==> config.mk <==
export PLATFORM = sky130hd
export DESIGN_NAME = bridge_txn_arbiter
export DESIGN_NICKNAME = d
export VERILOG_FILES = /design/src/rtl/bridge_arb_pkg.sv /design/src/rtl/rr_picker.sv /design/src/rtl/bridge_txn_arbiter.sv
export SDC_FILE = /design/constraint.sdc
export NUM_CORES = 1
export LEC_CHECK = 0
export CAP_MARGIN = 15
export CORE_MARGIN = 4
export CORE_UTILIZATION = 35
export CTS_CLUSTER_SIZE = 28
export DETAILED_ROUTE_END_ITERATION = 6
export GPL_TIMING_DRIVEN = 0
export PLACE_DENSITY = 0.77
export SETUP_SLACK_MARGIN = 0.15
export SLEW_MARGIN = 10
export SYNTH_ARGS = -nofsm -noshare
export SYNTH_HDL_FRONTEND = slang
export SYNTH_SLANG_ARGS = --single-unit
==> constraint.sdc <==
create_clock -name clk -period 1.9 [get_ports clk]
set_input_delay 0.285 -clock clk [delete_from_list [all_inputs] [get_ports clk]]
set_output_delay 0.285 -clock clk [all_outputs]
set_load 0.02 [all_outputs]
Run 1, cell classes on the final placement:
Fill, decap, tap and diode cells in gray.
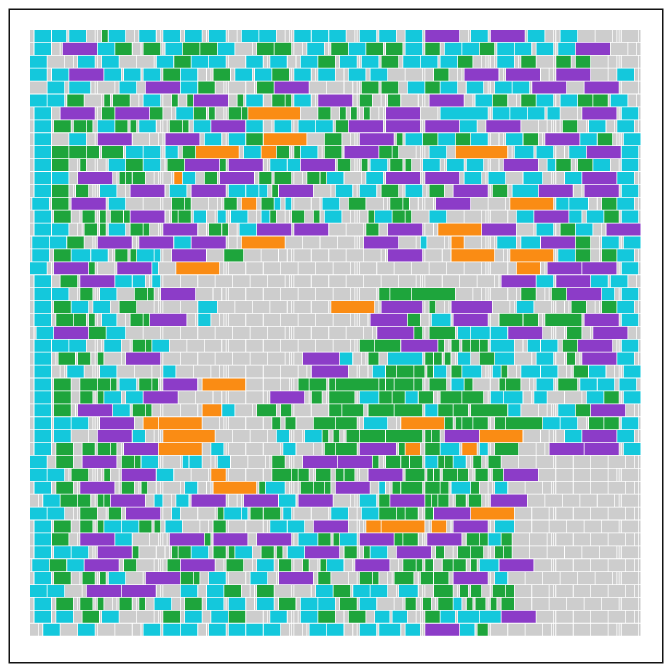
purple -> registers  # cells 138
cyan -> remaining buffers and delay cells  # cells 396
green -> remaining logic cells  # cells 408
orange -> clock drivers and dummy loads  # cells 32
Finished Cell Area: 10600 sq um
core utilization of the finished layout: 64.3%

Run 1, metal 3:
Scale bar: 50 um.
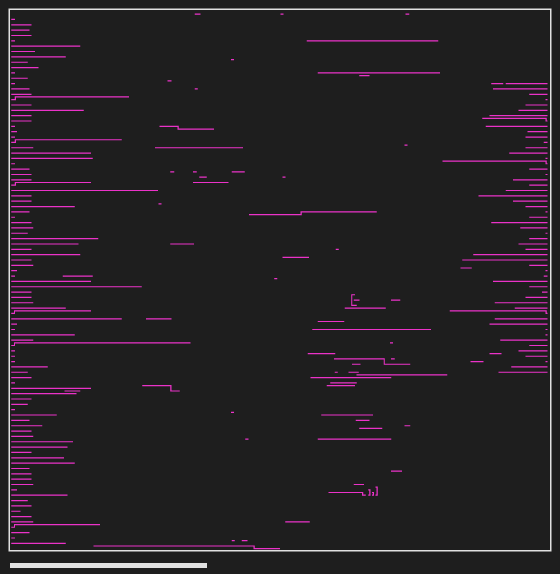
nets with wire on the layer = 193
main direction = horizontal
wire length on this layer = 1770 um
share of all routed wire = 8.3%
longest straight run = 44.6 um
total wire length: 21.3 mm
M3 GR Usage: 6.50%
Vias: 6064

Run 1, clock nets:
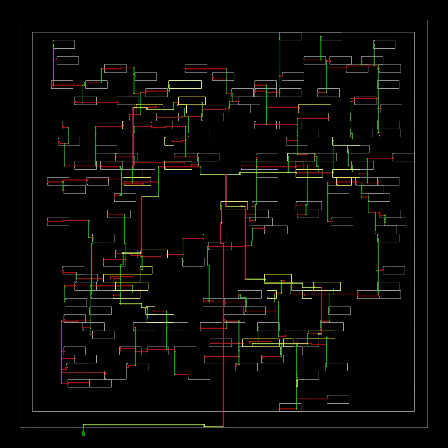
number of sinks on the clock net: 138
number of CTS-inserted buffers: 17
source-to-sink clock delay at the later pin of the worst-skew pair: 0.42 ns
number of clock-tree buffers in the layout: 18

==> impl_report.txt <==
==== FLOW RESULTS ====
----------------------------------------------------
[Final layout]
  Multi-input gate area in the final layout ........................ 3020 sq um
  Multi-input gate share of total cell area ........................ 28.5%
  Area-dominant class ........................ non-clock buffers
  Signal buffers share of area ........................ 36.2%
  Buffers, non-clock ........................ 396
  Total of fill cells in the finished design ........................ 1366
  Count of non-CTS inverters in the layout ........................ 11
  Register Area ........................ 2780 sq um
  Share of layout cells above drive strength 1 ........................ 16.5%
  Logic Gate Count ........................ 397
  Area Growth Syn to Fin ........................ 80.6%
  ClkCell Share ........................ 5.89%
  Number of sequential cells in the layout ........................ 138
  Sequential share of cell area ........................ 26.3%
  Antenna cells ........................ 0
  Final layout net count ........................ 1158

[Synthesis]
  MUX area fraction ........................ 12.5%
  Post-Synthesis Net Count ........................ 791
  Biggest area consumer among synthesized cells ........................ sky130_fd_sc_hd__dfxtp_1
  Synth top area cells ........................ sky130_fd_sc_hd__dfxtp_1 47%, sky130_fd_sc_hd__mux2i_1 12%, sky130_fd_sc_hd__a211oi_1 9.5%, sky130_fd_sc_hd__a22o_1 5.8%, sky130_fd_sc_hd__nor2_1 5.4%
  Synth cell types ........................ 52
  Adder-cell share of the synthesized area ........................ 1.71%
  Library cell with the highest instance count after synthesis ........................ sky130_fd_sc_hd__dfxtp_1
  Cell count in the Yosys report ........................ 594
  Chip area in the Yosys report ........................ 5860 sq um
  Number of warnings printed during yosys synthesis ........................ 0
  Post-synthesis simple-gate area fraction ........................ 12.3%
  Fraction of synthesis flops using an asynchronous set or reset pin ........................ 0%
  Synthesized-area fraction occupied by ao, oa, aoi and oai cells ........................ 21.7%
  Synth Cell Area ........................ 5860 sq um
  Top cells by instance count after synthesis ........................ 138 x sky130_fd_sc_hd__dfxtp_1, 84 x sky130_fd_sc_hd__nor2_1, 74 x sky130_fd_sc_hd__a211oi_1
  Xor-xnor portion of the synthesized cell area ........................ 0%
  Post-Syn Instances ........................ 594
  Top FF cell, synth ........................ sky130_fd_sc_hd__dfxtp_1
  Yosys top cell area share ........................ 47.1%
  Post-synthesis average cell area ........................ 9.86 sq um
  Top non-seq family ........................ AND-OR/OR-AND gates
  Synth Register Bits ........................ 138
  Number of synthesized flops with an enable pin ........................ 0
  Share of the yosys chip area belonging to registers ........................ 47.1%

[Placed design]
  Post-place setup slack ........................ -1.25 ns
  Input/output buffers ........................ 316
  Placed standard-cell area ........................ 9310 sq um
  Half-perimeter wire length after detailed placement ........................ 15.6 mm
  Routability-driven placement congestion ratio ........................ 0.847

[Detailed routing]
  Number of detailed-routing iterations run before antenna repair ........................ 5
  Antenna violation net count after detailed routing ........................ 0
  Average routed wire per standard cell ........................ 17.8 um
  Post-detailed-route DRC marker count ........................ 0
  Number of vias per cell ........................ 5.08
  Number of DRC markers in iteration 0 ........................ 275

[Die]
  Overall die area ........................ 18900 sq um
  Core Box Area ........................ 16500 sq um
  Die Ht ........................ 137 um
  Fp_density ........................ 35.6%
  Horizontal die size ........................ 137 um
  Total I/O pin count ........................ 317
  Placement row count ........................ 47
  Tap cell count ........................ 220

[Power]
  Leakage ........................ 4.10 nW
  Power dissipated by switching net loads ........................ 4.36 mW
  Reg power frac ........................ 31.0%
  Total power density per cell area ........................ 1160 nW/um^2
  Switching power share of the total ........................ 35.4%
  Power share of the clock group ........................ 28.4%
  VDD IR max ........................ 652 uV
  Logic pwr share ........................ 40.5%
  Internal power component ........................ 7.95 mW

[Clock network]
  CTS tree ........................ yes
  Root buffer cell ........................ sky130_fd_sc_hd__clkbuf_16
  CTS hold repair buffers ........................ 0
  Buffers from clock root to sink, at most ........................ 2
  Total number of H-tree levels ........................ 4
  Worst-path clk slew ........................ 0.06 ns

[STA]
  Worst slew margin relative to its limit ........................ 58.7%
  Setup-failing EPs final ........................ 3
  Final worst path period share ........................ 103%
  Maximum achievable frequency ........................ 510 MHz
  Setup Skew ........................ 0.00746 ns
  Final Max Slew Viols ........................ 0
  Worst path setup slack after routing ........................ -0.0595 ns
  Transition time at the pin with the least slew margin ........................ 0.619 ns
  Number of hold violations in the final report ........................ 0
  RSZ-0062 raised after global routing ........................ yes
  Setup tns final ........................ -0.0669 ns
  Post-route minimum period ........................ 1.96 ns

[Worst setup path]
  CP max stage delay ........................ 0.34 ns
  Element type at the critical path start ........................ register
  Count of buffer and inverter cells on the critical path ........................ 4
  Number of gates on the worst path with buffers counted ........................ 8
  Cell type group with the largest total delay on the critical path ........................ buffers and inverters
  Worst Setup Path Type ........................ register to primary output
  Critical Path Slowest Stage Cell ........................ sky130_fd_sc_hd__dfxtp_2
  Data arrival time of the worst path ........................ 1.67 ns
  Depth of the worst register-to-register path ........................ 9
  Critical Path Fanout Max ........................ 3
  Most numerous cell on the critical path ........................ sky130_fd_sc_hd__buf_6
  CP Data Required Time ........................ 1.62 ns
  CP endpoint kind ........................ primary output
  Reg2Reg Setup Slack ........................ 0 ns
  CP Cell Sequence ........................ inv_4 -> ha_4 -> buf_6 -> nor2b_4 -> nand4_4 -> buf_6 -> nor2_4 -> buf_6

[Global routing]
  Final global-route overflow total ........................ 0
  Number of antenna violations at the first check in global routing ........................ 0
  Pin count of the biggest net entering global routing ........................ 17
  Vias in the first global route ........................ 5957
  Combined global-route utilization of all metal layers ........................ 21.2%
  Global-route wire length before repair ........................ 31.2 mm

[Outcome]
  Run status ........................ complete, but fails checks
  Failing checks ........................ setup timing

[Worst hold path]
  Type of the tightest min-delay check ........................ input pin to register
  Cell depth of the worst hold path ........................ 2

[Run]
  Maximum Capacitance Violations ........................ 0
  Number of warnings in the stage logs ........................ 34

----------------------------------------------------
run 1: power by group through the flow:
| stage | clock, mW | sequential [mW] | combinational [mW] |
|---|---|---|---|
| floorplan | 0 | 4.49 | 1.72 |
| global placement | 0 | 3.84 | 4.47 |
| detailed placement | 0 | 3.86 | 4.51 |
| CTS | 3.55 | 3.81 | 4.75 |
| global route | 3.69 | 3.89 | 5.37 |
| finish | 3.50 | 3.82 | 4.99 |
run 1: timing repair:
action / in CTS / in global routing
cloned: 3 / 1
setup buffers: 20 / 8
hold endpoints to repair: 0 / 0
pin swaps: 14 / 12
resized: 101 / 63
endpoints found under the setup margin: 145 / 127
run 1: cells in the final DEF, fill, tap and decap left out, types with 6 or more instances in the layout:
cell type	n
sky130_fd_sc_hd__buf_4	27
sky130_fd_sc_hd__nor2_1	80
sky130_fd_sc_hd__a211oi_1	73
sky130_fd_sc_hd__inv_6	6
sky130_fd_sc_hd__clkbuf_4	11
sky130_fd_sc_hd__nand3_1	8
sky130_fd_sc_hd__nand2_1	9
sky130_fd_sc_hd__dfxtp_2	9
sky130_fd_sc_hd__a22o_1	39
sky130_fd_sc_hd__dfxtp_1	127
sky130_fd_sc_hd__a21oi_1	12
sky130_fd_sc_hd__nand2b_1	6
sky130_fd_sc_hd__mux2i_1	73
sky130_fd_sc_hd__dlygate4sd2_1	7
sky130_fd_sc_hd__clkdlybuf4s50_1	301
sky130_fd_sc_hd__clkbuf_2	6
sky130_fd_sc_hd__clkbuf_16	17
sky130_fd_sc_hd__clkbuf_1	8
sky130_fd_sc_hd__buf_6	20
run 1: kinds of logic after synthesis:
| kind of cell | after synthesis |
|---|---|
| adder cells (fa/ha/maj) | 8 |
| buffers and inverters | 61 |
| AND-OR/OR-AND | 168 |
| AND/OR/NAND/NOR | 146 |
| multiplexers | 73 |
| flip-flops | 138 |
run 1: worst reg2reg max path, stage by stage, from the launching register on:
cell and delay (ns):
sky130_fd_sc_hd__dfxtp_2 0.34, sky130_fd_sc_hd__inv_4 0.07, sky130_fd_sc_hd__ha_4 0.13, sky130_fd_sc_hd__buf_6 0.09
sky130_fd_sc_hd__nor2b_4 0.16, sky130_fd_sc_hd__nand4_4 0.13, sky130_fd_sc_hd__buf_4 0.16, sky130_fd_sc_hd__buf_6 0.12
sky130_fd_sc_hd__or4_4 0.51, sky130_fd_sc_hd__a21oi_2 0.13
run 1: metal layers:
metal  vias to the layer above  global-route usage, %  wire [um]
met5                         -                      0          0
met4                         0                   8.54        532
met3                        39                   6.50       1770
met2                       259                   36.2      10800
met1                      2807                   24.6       8200
li1                       2959                      -          -
run 1: through the flow:
step / hold WS, ns / utilization (%) / std cells / total power [mW]
final: 0.455 / 64.3 / 1194 / 12.3
after floorplan: 0.410 / - / 594 / 6.21
after global placement: 0.460 / 56.6 / 1130 / 8.31
after CTS: 0.437 / 62.8 / 1185 / 12.1
after global routing: 0.450 / 64.3 / 1194 / 12.9
after detailed placement: 0.464 / 56.6 / 1130 / 8.38
No activity file was given, so power comes from the tool's default toggle rates.
